## src/rtl/fifo_pkg.sv

```systemverilog
// ---------------------------------------------------------------------------
// fifo_pkg
// Shared definitions for the sync FIFO and its burst read controller.
//   FIFO_DATA_WIDTH : default word width, shared with the FIFO itself
//   RD_BUF_DEPTH    : number of entries in the reader's output buffer
//   rd_state_e      : read controller states (IDLE, RUN, DONE)
//   next_buf_cnt()  : occupancy update for the output buffer
// ---------------------------------------------------------------------------
package fifo_pkg;

  localparam int FIFO_DATA_WIDTH = 32;

  // Two entries let the sink stall for a cycle without losing the word that
  // was already requested from the FIFO, while still allowing 1 word/cycle.
  localparam logic [2:0] RD_BUF_DEPTH = 3'd2;

  typedef enum logic [1:0] {
    IDLE = 2'd0,
    RUN  = 2'd1,
    DONE = 2'd2
  } rd_state_e;

  // Push and pop in the same cycle leave the occupancy unchanged.
  function automatic logic [1:0] next_buf_cnt(input logic [1:0] cnt,
                                              input logic       push,
                                              input logic       pop);
    logic [1:0] res;
    res = cnt;
    if (push && !pop) begin
      res = cnt + 2'd1;
    end else if (pop && !push) begin
      res = cnt - 2'd1;
    end
    return res;
  endfunction

endpackage

```

## src/rtl/fifo_rd_skid.sv

```systemverilog
// ---------------------------------------------------------------------------
// fifo_rd_skid
// Two-entry in-order output buffer for the FIFO burst reader. Entry 0 is
// always the head of the stream.
// Ports:
//   clk, rst   : clock, asynchronous active-high reset
//   push       : write push_data into the buffer this cycle
//   push_data  : word to store
//   pop        : remove the head word this cycle (ignored when empty)
//   head_data  : current head word
//   buf_cnt    : number of valid entries (0..2)
// ---------------------------------------------------------------------------
module fifo_rd_skid
  import fifo_pkg::*;
#(
  parameter int DATA_WIDTH = FIFO_DATA_WIDTH
) (
  input  logic                  clk,
  input  logic                  rst,
  input  logic                  push,
  input  logic [DATA_WIDTH-1:0] push_data,
  input  logic                  pop,
  output logic [DATA_WIDTH-1:0] head_data,
  output logic [1:0]            buf_cnt
);

  logic [DATA_WIDTH-1:0] ent0_q, ent0_d;
  logic [DATA_WIDTH-1:0] ent1_q, ent1_d;
  logic [1:0]            cnt_q, cnt_d;
  logic                  pop_ok;
  logic                  push_ok;
  logic                  wr_slot1;

  // Next-state of the buffer. A pop shifts entry 1 into entry 0; the pushed
  // word then lands in the first slot that is free after that shift. A push
  // into a full buffer without a pop is dropped (the controller never
  // requests one).
  always_comb begin
    ent0_d   = ent0_q;
    ent1_d   = ent1_q;
    pop_ok   = pop && (cnt_q != 2'd0);
    push_ok  = push && ((cnt_q != 2'd2) || pop_ok);
    wr_slot1 = (cnt_q == 2'd2) || ((cnt_q == 2'd1) && !pop_ok);

    if (pop_ok) begin
      ent0_d = ent1_q;
    end
    if (push_ok) begin
      if (wr_slot1) begin
        ent1_d = push_data;
      end else begin
        ent0_d = push_data;
      end
    end
    cnt_d = next_buf_cnt(cnt_q, push_ok, pop_ok);
  end

  // Buffer storage and occupancy.
  always_ff @(posedge clk or posedge rst) begin
    if (rst) begin
      ent0_q <= '0;
      ent1_q <= '0;
      cnt_q  <= 2'd0;
    end else begin
      ent0_q <= ent0_d;
      ent1_q <= ent1_d;
      cnt_q  <= cnt_d;
    end
  end

  assign head_data = ent0_q;
  assign buf_cnt   = cnt_q;

endmodule

```

## src/rtl/fifo_burst_reader.sv

```systemverilog
// ---------------------------------------------------------------------------
// fifo_burst_reader
// Read-side controller for the standard-mode sync FIFO (data valid the cycle
// after fifo_rd_en). On start it drains exactly burst_len words and presents
// them as a valid/ready stream with a last marker, through a 2-entry buffer so
// the sink can stall without dropping words.
// Ports:
//   clk, rst      : clock, asynchronous active-high reset
//   start         : burst request, sampled only while idle
//   burst_len     : words to transfer, sampled with start (0 = no reads)
//   busy          : high while running or completing a burst
//   done          : one-cycle pulse when the burst completes
//   fifo_rd_en    : FIFO read strobe
//   fifo_data     : FIFO read data, valid the cycle after fifo_rd_en
//   fifo_empty    : FIFO empty flag
//   m_valid/m_ready/m_data/m_last : output stream
// Optional feature (macro FIFO_READER_STATS_EN):
//   stat_words    : saturating count of stream handshakes since reset
//   stat_bursts   : saturating count of completed bursts (incl. zero-length)
// ---------------------------------------------------------------------------
module fifo_burst_reader
  import fifo_pkg::*;
#(
  parameter int DATA_WIDTH = FIFO_DATA_WIDTH,
  parameter int LEN_WIDTH  = 16
) (
  input  logic                  clk,
  input  logic                  rst,
  input  logic                  start,
  input  logic [LEN_WIDTH-1:0]  burst_len,
  output logic                  busy,
  output logic                  done,
  output logic                  fifo_rd_en,
  input  logic [DATA_WIDTH-1:0] fifo_data,
  input  logic                  fifo_empty,
  output logic                  m_valid,
  input  logic                  m_ready,
  output logic [DATA_WIDTH-1:0] m_data,
  output logic                  m_last
`ifdef FIFO_READER_STATS_EN
  ,
  output logic [31:0]           stat_words,
  output logic [15:0]           stat_bursts
`endif
);

  localparam logic [LEN_WIDTH-1:0] LEN_ONE = {{(LEN_WIDTH-1){1'b0}}, 1'b1};

  rd_state_e            state_q, state_d;
  logic [LEN_WIDTH-1:0] len_q, len_d;
  logic [LEN_WIDTH-1:0] issued_q, issued_d;
  logic [LEN_WIDTH-1:0] accepted_q, accepted_d;
  logic                 inflight_q, inflight_d;
  logic                 busy_q, busy_d;
  logic                 done_q, done_d;

  logic [1:0]           buf_cnt;
  logic [2:0]           occ_next;
  logic                 room;
  logic                 pop;
  logic                 last_beat;
  logic                 rd_en;

  // Read issue. The buffer plus the word already in flight must still fit
  // after this cycle's pop, which makes fifo_rd_en depend combinationally on
  // m_ready; that path is what allows back-to-back reads at full rate.
  always_comb begin
    pop       = m_valid && m_ready;
    occ_next  = {1'b0, buf_cnt} + {2'b00, inflight_q} - {2'b00, pop};
    room      = occ_next < RD_BUF_DEPTH;
    rd_en     = (state_q == RUN) && !fifo_empty && (issued_q < len_q) && room;
    last_beat = (accepted_q == (len_q - LEN_ONE));
  end

  // Controller next state. Counters are cleared when a burst is accepted and
  // cannot wrap: issued stops at len and accepted ends the burst at len-1.
  always_comb begin
    state_d    = state_q;
    len_d      = len_q;
    issued_d   = issued_q;
    accepted_d = accepted_q;
    inflight_d = rd_en;

    case (state_q)
      IDLE: begin
        if (start) begin
          len_d      = burst_len;
          issued_d   = '0;
          accepted_d = '0;
          state_d    = (burst_len == '0) ? DONE : RUN;
        end
      end
      RUN: begin
        if (rd_en) begin
          issued_d = issued_q + LEN_ONE;
        end
        if (pop) begin
          accepted_d = accepted_q + LEN_ONE;
          if (last_beat) begin
            state_d = DONE;
          end
        end
      end
      DONE: begin
        state_d = IDLE;
      end
      default: begin
        state_d = IDLE;
      end
    endcase

    busy_d = (state_d != IDLE);
    done_d = (state_d == DONE);
  end

  // Controller state and registered status outputs. Reset drops the word in
  // flight by clearing inflight_q, so it is never pushed into the buffer.
  always_ff @(posedge clk or posedge rst) begin
    if (rst) begin
      state_q    <= IDLE;
      len_q      <= '0;
      issued_q   <= '0;
      accepted_q <= '0;
      inflight_q <= 1'b0;
      busy_q     <= 1'b0;
      done_q     <= 1'b0;
    end else begin
      state_q    <= state_d;
      len_q      <= len_d;
      issued_q   <= issued_d;
      accepted_q <= accepted_d;
      inflight_q <= inflight_d;
      busy_q     <= busy_d;
      done_q     <= done_d;
    end
  end

  // The FIFO word returned for last cycle's read is pushed this cycle.
  fifo_rd_skid #(
    .DATA_WIDTH (DATA_WIDTH)
  ) u_skid (
    .clk       (clk),
    .rst       (rst),
    .push      (inflight_q),
    .push_data (fifo_data),
    .pop       (pop),
    .head_data (m_data),
    .buf_cnt   (buf_cnt)
  );

  assign fifo_rd_en = rd_en;
  assign m_valid    = (buf_cnt != 2'd0);
  assign m_last     = m_valid && last_beat;
  assign busy       = busy_q;
  assign done       = done_q;

`ifdef FIFO_READER_STATS_EN
  logic [31:0] stat_words_q, stat_words_d;
  logic [15:0] stat_bursts_q, stat_bursts_d;

  // Saturating statistics. DONE is only ever entered for one cycle, so a
  // next state of DONE marks exactly one burst completion.
  always_comb begin
    stat_words_d  = stat_words_q;
    stat_bursts_d = stat_bursts_q;
    if (pop && (stat_words_q != '1)) begin
      stat_words_d = stat_words_q + 32'd1;
    end
    if ((state_d == DONE) && (state_q != DONE) && (stat_bursts_q != '1)) begin
      stat_bursts_d = stat_bursts_q + 16'd1;
    end
  end

  always_ff @(posedge clk or posedge rst) begin
    if (rst) begin
      stat_words_q  <= '0;
      stat_bursts_q <= '0;
    end else begin
      stat_words_q  <= stat_words_d;
      stat_bursts_q <= stat_bursts_d;
    end
  end

  assign stat_words  = stat_words_q;
  assign stat_bursts = stat_bursts_q;
`endif

endmodule

```

## config.mk

```make
export PLATFORM = sky130hd
export DESIGN_NAME = fifo_burst_reader
export DESIGN_NICKNAME = d
export VERILOG_FILES = /design/src/rtl/fifo_pkg.sv /design/src/rtl/fifo_rd_skid.sv /design/src/rtl/fifo_burst_reader.sv
export SDC_FILE = /design/constraint.sdc
export NUM_CORES = 1
export LEC_CHECK = 0
export CORE_MARGIN = 3
export CORE_UTILIZATION = 55
export CTS_CLUSTER_DIAMETER = 50
export CTS_CLUSTER_SIZE = 8
export DETAILED_ROUTE_END_ITERATION = 10
export GPL_ROUTABILITY_DRIVEN = 0
export MAX_ROUTING_LAYER = met4
export PLACE_DENSITY = 0.8
export REMOVE_ABC_BUFFERS = 1
export SLEW_MARGIN = 5
export SYNTH_ARGS = -nofsm -noshare
export SYNTH_HDL_FRONTEND = slang
export SYNTH_SLANG_ARGS = --single-unit
```

## constraint.sdc

```tcl
create_clock -name clk -period 5.8 [get_ports clk]
set_input_delay 1.16 -clock clk [delete_from_list [all_inputs] [get_ports clk]]
set_output_delay 1.16 -clock clk [all_outputs]
set_load 0.1 [all_outputs]
```

==> flow_summary.ini, run 1 <==
; yosys + openroad results
[sta]
slew_viol_final = 0
hold_ws_ns = 0.507
min_period_ns = 5.05
tightest_slew_ns = 1.08
setup_violations = 0
setup_tns_ns = 0
rsz0062_at_grt = false
hold_violations = 0

[global_route]
grt_max_degree = 85
grtUsageTotal_pct = 26.1
grt_pass1_vias = 5330
antenna_found_initial = 0
grt_util_met1_pct = 30.9
overflow = 0
top_usage_layer = met2

[synth]
yosysTopAreaCell = dfrtp_1
synth.cellmix.simpleShare_pct = 16.5
area_leaders = dfrtp_1 (47%), mux2i_1 (6.5%), mux2_2 (5.7%)
yosysWarnings = 0
synthCells = 610
netlist_area_um2 = 6270
aoi_share_pct = 10.5
yosys-mux-area-fraction_pct = 12.3
yosysUniqueCellTypes = 58
post_synth_most_frequent_cells = dfrtp_1 (119), nand2_1 (78), o21ai_0 (56)
top_area_share_pct = 47.5
fa_ha_area_share_pct = 4.91
ys_top_logic_family = simple AND/OR/NAND/NOR gates
avgSynthCellArea_um2 = 10.3
ys_ff = 119
synth-cells-yosys = 610
ys.flop_type = dfrtp_1

[power_and_ir_drop]
p_leak_nw = 3.43
top_power_group = combinational cells
combPwrFrac_pct = 44.3
seq_power_mw = 1.32
internal_power_mw = 2.43
power_switching_mw = 1.90

[run_status]
run_status = completed

[floorplanning]
die_area_um2 = 12700
ios = 90

[flow_run]
tool_warnings = 27

[worst_setup_path]
crit_path_start_kind = input port
reg2regPathDepth = 13
path_class = in -> out
cp_num_buf_inv = 3
slowest_delay_ns = 0.49
path_max_fanout = 4
cp-end-kind = output pin

[clock_tree]
ctsLongestPathBuffers = 2
clock-root-buffer = clkbuf_16

[cells_and_area]
final_area_um2 = 7900
multiInputGateArea_um2 = 3100
final.fill_count = 799
final_nets = 772

[drt]
drt_iter0_drc = 262

[placed_design]
dpl.hpwl_mm = 10.5

[min_path]
hp-start = u_skid.ent1_q[26]
min_to = u_skid.ent1_q[26]
-- run 1: per-layer routing --
metal / wire (µm) / part of all wire, %
met1: 6440 / 42
met2: 7530 / 50
met4: 222 / 1.5
met3: 986 / 6.5
met5: 0 / 0
-- run 1: how the worst max path moves through the flow --
stage	endpoint	slack, ns	cells past startpoint
after CTS	fifo_rd_en	0.75	11
after detailed placement	fifo_rd_en	0.76	11
final	fifo_rd_en	0.75	11
after global placement	fifo_rd_en	0.83	11
after global routing	fifo_rd_en	0.61	11
after floorplan	fifo_rd_en	-0.53	9
-- run 1: final cells by class --
cell class | instances | share of cell area [%]
sequential | 119 | 37.7
inverter | 24 | 1.17
clock buffer | 21 | 5.70
multi-input combinational | 437 | 39.3
clock inverter | 9 | 1.92
timing repair buffer | 96 | 12.0
tap | 140 | 2.22
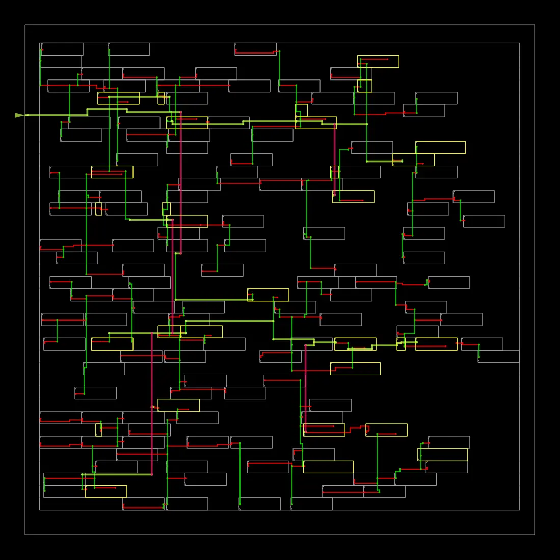
Figure 1: run 1, clock nets.
clk latency late pin: 0.42 ns
registers: 119
clock sink total: 119

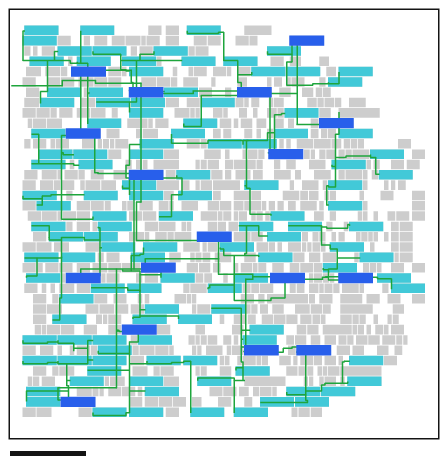
Figure 2: run 1, clock wires, drivers and flops.
Scale bar: 20 µm.
[clock wires] green | length: 1550 µm
[clock drivers] blue | count: 17
[flip-flops] cyan | count: 119
routed clock nets: 18
Layout Skew: 0.0110 ns
Clk power: 1.08 mW
clock share of power: 25.1%

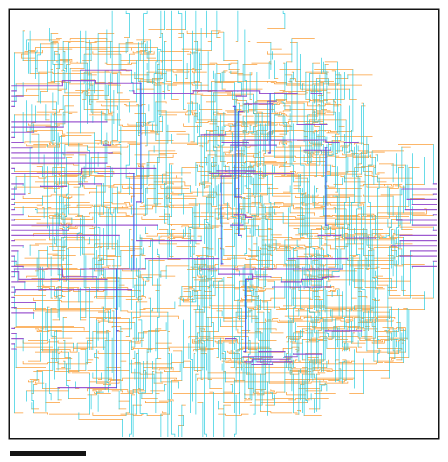
Figure 3: run 1, wiring by layer.
Scale bar: 20 µm.
| layer | color | wire length |
|---|---|---|
| metal 2 | cyan | 7530 µm |
| metal 1 | orange | 6440 µm |
| metal 3 | purple | 987 µm |
| metal 4 | blue | 222 µm |
Post-Route WL: 15.2 mm
vias: 4999
wire per inst: 17.9 µm

Figure 4. Register map, names as in the netlist (run 1).
Other sequential cells in the stronger gray, the rest of the logic in the fainter gray.
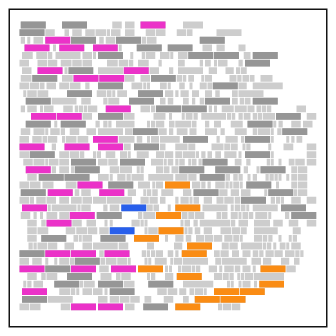

## Run 2: what changed since run 1
- CORE_UTILIZATION: 55 -> 50
- PLACE_DENSITY: 0.8 -> 0.77
- clock period: 5.8 -> 4.1 ns (I/O delays scaled with it)
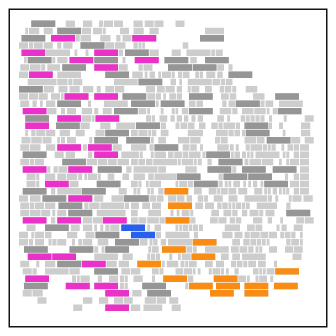
Figure 5: run 2, register map, names as in the netlist.
Other sequential cells in the stronger gray, the rest of the logic in the fainter gray.
| netlist name | color | placed flops |
|---|---|---|
| u_skid.head_data | magenta | 32 |
| state_q | blue | 2 |
| accepted_q | orange | 16 |
P_seq: 1.87 mW
register area: 2980 µm²

==> run 2 against run 1 <==
Net effect: via count shrank 1.0%; worst setup slack lost 0.60 ns; non-clock buffer count grew 6; routed wire length shrank 2.2%; area after synthesis is the same; clock power grew 35%; sequential power grew 42%; register-to-register slack lost 1.4 ns; die area grew 9.5%; clock skew shrank 0.0061 ns; first-iteration DRC count grew 30%; critical path type is now reg -> out; largest cell class unchanged.
==> flow_summary.ini, run 2 <==
; yosys + openroad results
[clock_tree]
ctsLongestPathBuffers = 2
clk_latency_ns = 0.42
clkSinkCount = 119

[synth]
yosys-mux-area-fraction_pct = 12.3
fa_ha_area_share_pct = 4.91
synth-cells-yosys = 610
yosysUniqueCellTypes = 58
yosysTopAreaCell = dfrtp_1
ys_top_logic_family = simple AND/OR/NAND/NOR gates
netlist_area_um2 = 6270
ys_ff = 119
top_area_share_pct = 47.5
ys.flop_type = dfrtp_1
yosysWarnings = 0
post_synth_most_frequent_cells = dfrtp_1 (119), nand2_1 (78), o21ai_0 (56)
aoi_share_pct = 10.5

[global_route]
top_usage_layer = met2
grt_max_degree = 65
antenna_found_initial = 0
grt_pass1_vias = 5053

[sta]
hold_violations = 0
rsz0062_at_grt = true
setup_tns_ns = 0
hold_ws_ns = 0.507
setup_violations = 0
slew_viol_final = 0

[power_and_ir_drop]
clockPowerShare_pct = 24.0
top_power_group = combinational cells
power_switching_mw = 2.73
pg_clk_mw = 1.46
combPwrFrac_pct = 45.4
p_leak_nw = 3.47
internal_power_mw = 3.38

[cells_and_area]
final_nets = 778
final_area_um2 = 8020

[drt]
met3_wirelength_mm = 1.02
drt_iter0_drc = 341
avgRoutedWirePerCell_um = 16.8
wirelength_met1_mm = 6.38
route.vias.total = 4947

[worst_setup_path]
crit_path_start_kind = register
reg2regPathDepth = 14
path_max_fanout = 8
cp-end-kind = output pin
cp_num_buf_inv = 2
path_class = reg -> out

[placed_design]
dpl.hpwl_mm = 10.4

[run_status]
run_status = completed

[floorplanning]
ios = 90

[flow_run]
tool_warnings = 29

[min_path]
hp-start = u_skid.ent1_q[0]
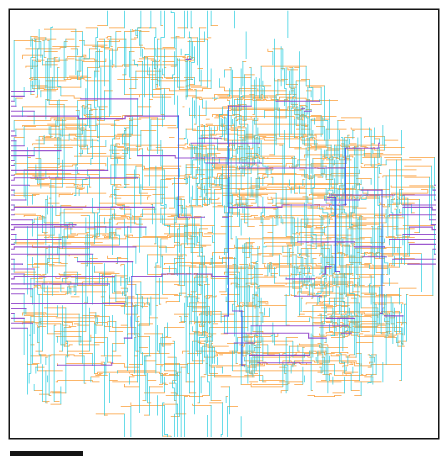
Figure 6: run 2, wiring by layer.
Scale bar: 20 µm.
| layer | color | wire length |
|---|---|---|
| metal 2 | cyan | 7260 µm |
| metal 1 | orange | 6380 µm |
| metal 3 | purple | 1020 µm |
| metal 4 | blue | 188 µm |
Post-Route WL: 14.8 mm
GRT Overall Usage: 22.4%

==> run 2: cell counts after synthesis <==
No cell type changed its count.
==> run 2: worst max-delay path by stage <==
stage	startpoint	endpoint	slack, ns	cells after the start
floorplan	m_ready	fifo_rd_en	-1.55	9
global placement	m_ready	fifo_rd_en	-0.11	12
detailed placement	m_ready	fifo_rd_en	-0.11	12
CTS	m_ready	fifo_rd_en	-0.02	12
global route	len_q[0]	m_last	-0.004	9
finish	len_q[0]	m_last	0.15	9
==> run 2: final cells by class <==
class	count	area [µm²]
clock buffer	18	439
clock inverter	14	150
fill	926	4140
inverter	24	92.6
multi-input combinational	437	3130
sequential	119	2980
tap	168	210
timing repair buffer	102	1020
Figure 7. I/O pins on the die edge (run 2).
Pins as bars across the die edge, other pins in gray.
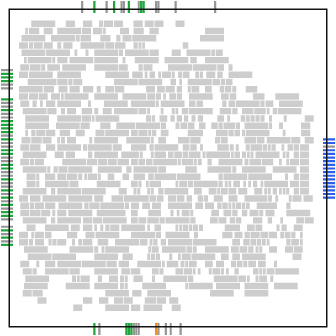

## Run 3: what changed since run 2
==> constraint.sdc (replaced) <==
create_clock -name clk -period 4.1 [get_ports clk]
set_input_delay 0.82 -clock clk [delete_from_list [all_inputs] [get_ports clk]]
set_output_delay 0.82 -clock clk [all_outputs]
set_load 0.05 [all_outputs]
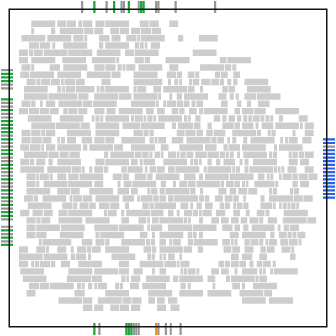
Figure 8: run 3, I/O pins on the die edge.
Pins as bars across the die edge, other pins in gray.
| port | color | pins | direction | edge |
|---|---|---|---|---|
| fifo_data | green | 32 | input | 23 left, 5 top, 4 bottom |
| m_last | orange | 1 | output | bottom |
| burst_len | blue | 16 | input | right |
PortBufs: 89
Die Ht: 118 µm
DIE WIDTH: 118 µm

==> run 3 against run 2 <==
Net effect: sequential cell count did not move; synthesized cell count did not move; critical path type is now in -> out; first-iteration DRC count is 29% lower; critical path depth grew 3.
==> flow_summary.ini, run 3 <==
; yosys + openroad results
[synth]
netlist_area_um2 = 6270
aoi_share_pct = 10.5
fa_ha_area_share_pct = 4.91
top_area_share_pct = 47.5
ys_top_logic_family = simple AND/OR/NAND/NOR gates
synth-cells-yosys = 610
ys_ff = 119
ys.flop_type = dfrtp_1
yosysUniqueCellTypes = 58
yosysTopAreaCell = dfrtp_1
post_synth_most_frequent_cells = dfrtp_1 (119), nand2_1 (78), o21ai_0 (56)
yosys-mux-area-fraction_pct = 12.3

[worst_setup_path]
startpoint = m_ready
cp_top_family = adder cells
cp_num_buf_inv = 4
path_depth = 12
path_class = in -> out
cp-end-kind = output pin
crit_path_start_kind = input port
reg2regPathDepth = 14

[sta]
hold_violations = 0
setup_tns_ns = 0
setup_violations = 0
hold_ws_ns = 0.503

[min_path]
hp-start = u_skid.ent1_q[10]

[placed_design]
dpl.hpwl_mm = 10.5

[run_status]
run_status = completed

[drt]
wirelength_met1_mm = 6.61
wirelength_mm = 15.4
drt_iter0_drc = 242
avgRoutedWirePerCell_um = 17.5

[clock_tree]
clk_latency_ns = 0.42
ctsLongestPathBuffers = 2
clk_pin_slew_ns = 0.05

[cells_and_area]
final_area_um2 = 8030
antenna_cells = 0
final.fill_count = 925
multiInputGateArea_um2 = 3130
final_nets = 777

[global_route]
grtUsageTotal_pct = 23.6
grt_max_degree = 68

[power_and_ir_drop]
p_leak_nw = 3.46

[floorplanning]
ios = 90
initCoreUtil_pct = 51.6
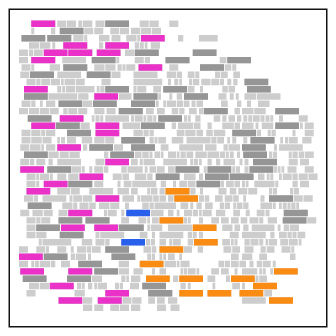
Figure 9: run 3, register map, names as in the netlist.
Other sequential cells in the stronger gray, the rest of the logic in the fainter gray.
| netlist name | color | placed flops |
|---|---|---|
| state_q | blue | 2 |
| accepted_q | orange | 16 |
| u_skid.head_data | magenta | 32 |
not colored: 69
sequential portion of the cell area: 37.1%
Post-Route Utilization: 66.0%

-- run 3: cell type report --
class                   instances  share of cell area [%]
repair buffers                101                    12.4
inverters                      24                    1.15
well taps                     168                    2.62
clock buffers                  19                    5.64
clock inverters                13                    2.12
multi-input cells             437                    38.9
flip-flops and latches        119                    37.1
-- run 3: power breakdown --
group          internal (mW)  switching (mW)  total [mW]
clock network          0.993           0.564        1.56
registers               1.56           0.300        1.87
logic                  0.896            1.29        2.18
total                   3.45            2.15        5.61
-- run 3: worst min path at each step --
stage,endpoint,slack [ns],cells past startpoint
finish,u_skid.ent1_q[10],0.50,1
global placement,u_skid.ent1_q[29],0.49,1
detailed placement,u_skid.ent1_q[10],0.50,1
floorplan,issued_q[14],0.47,1
CTS,u_skid.ent1_q[10],0.51,1
global route,u_skid.ent1_q[31],0.53,1
Power and IR drop assume default switching activity.
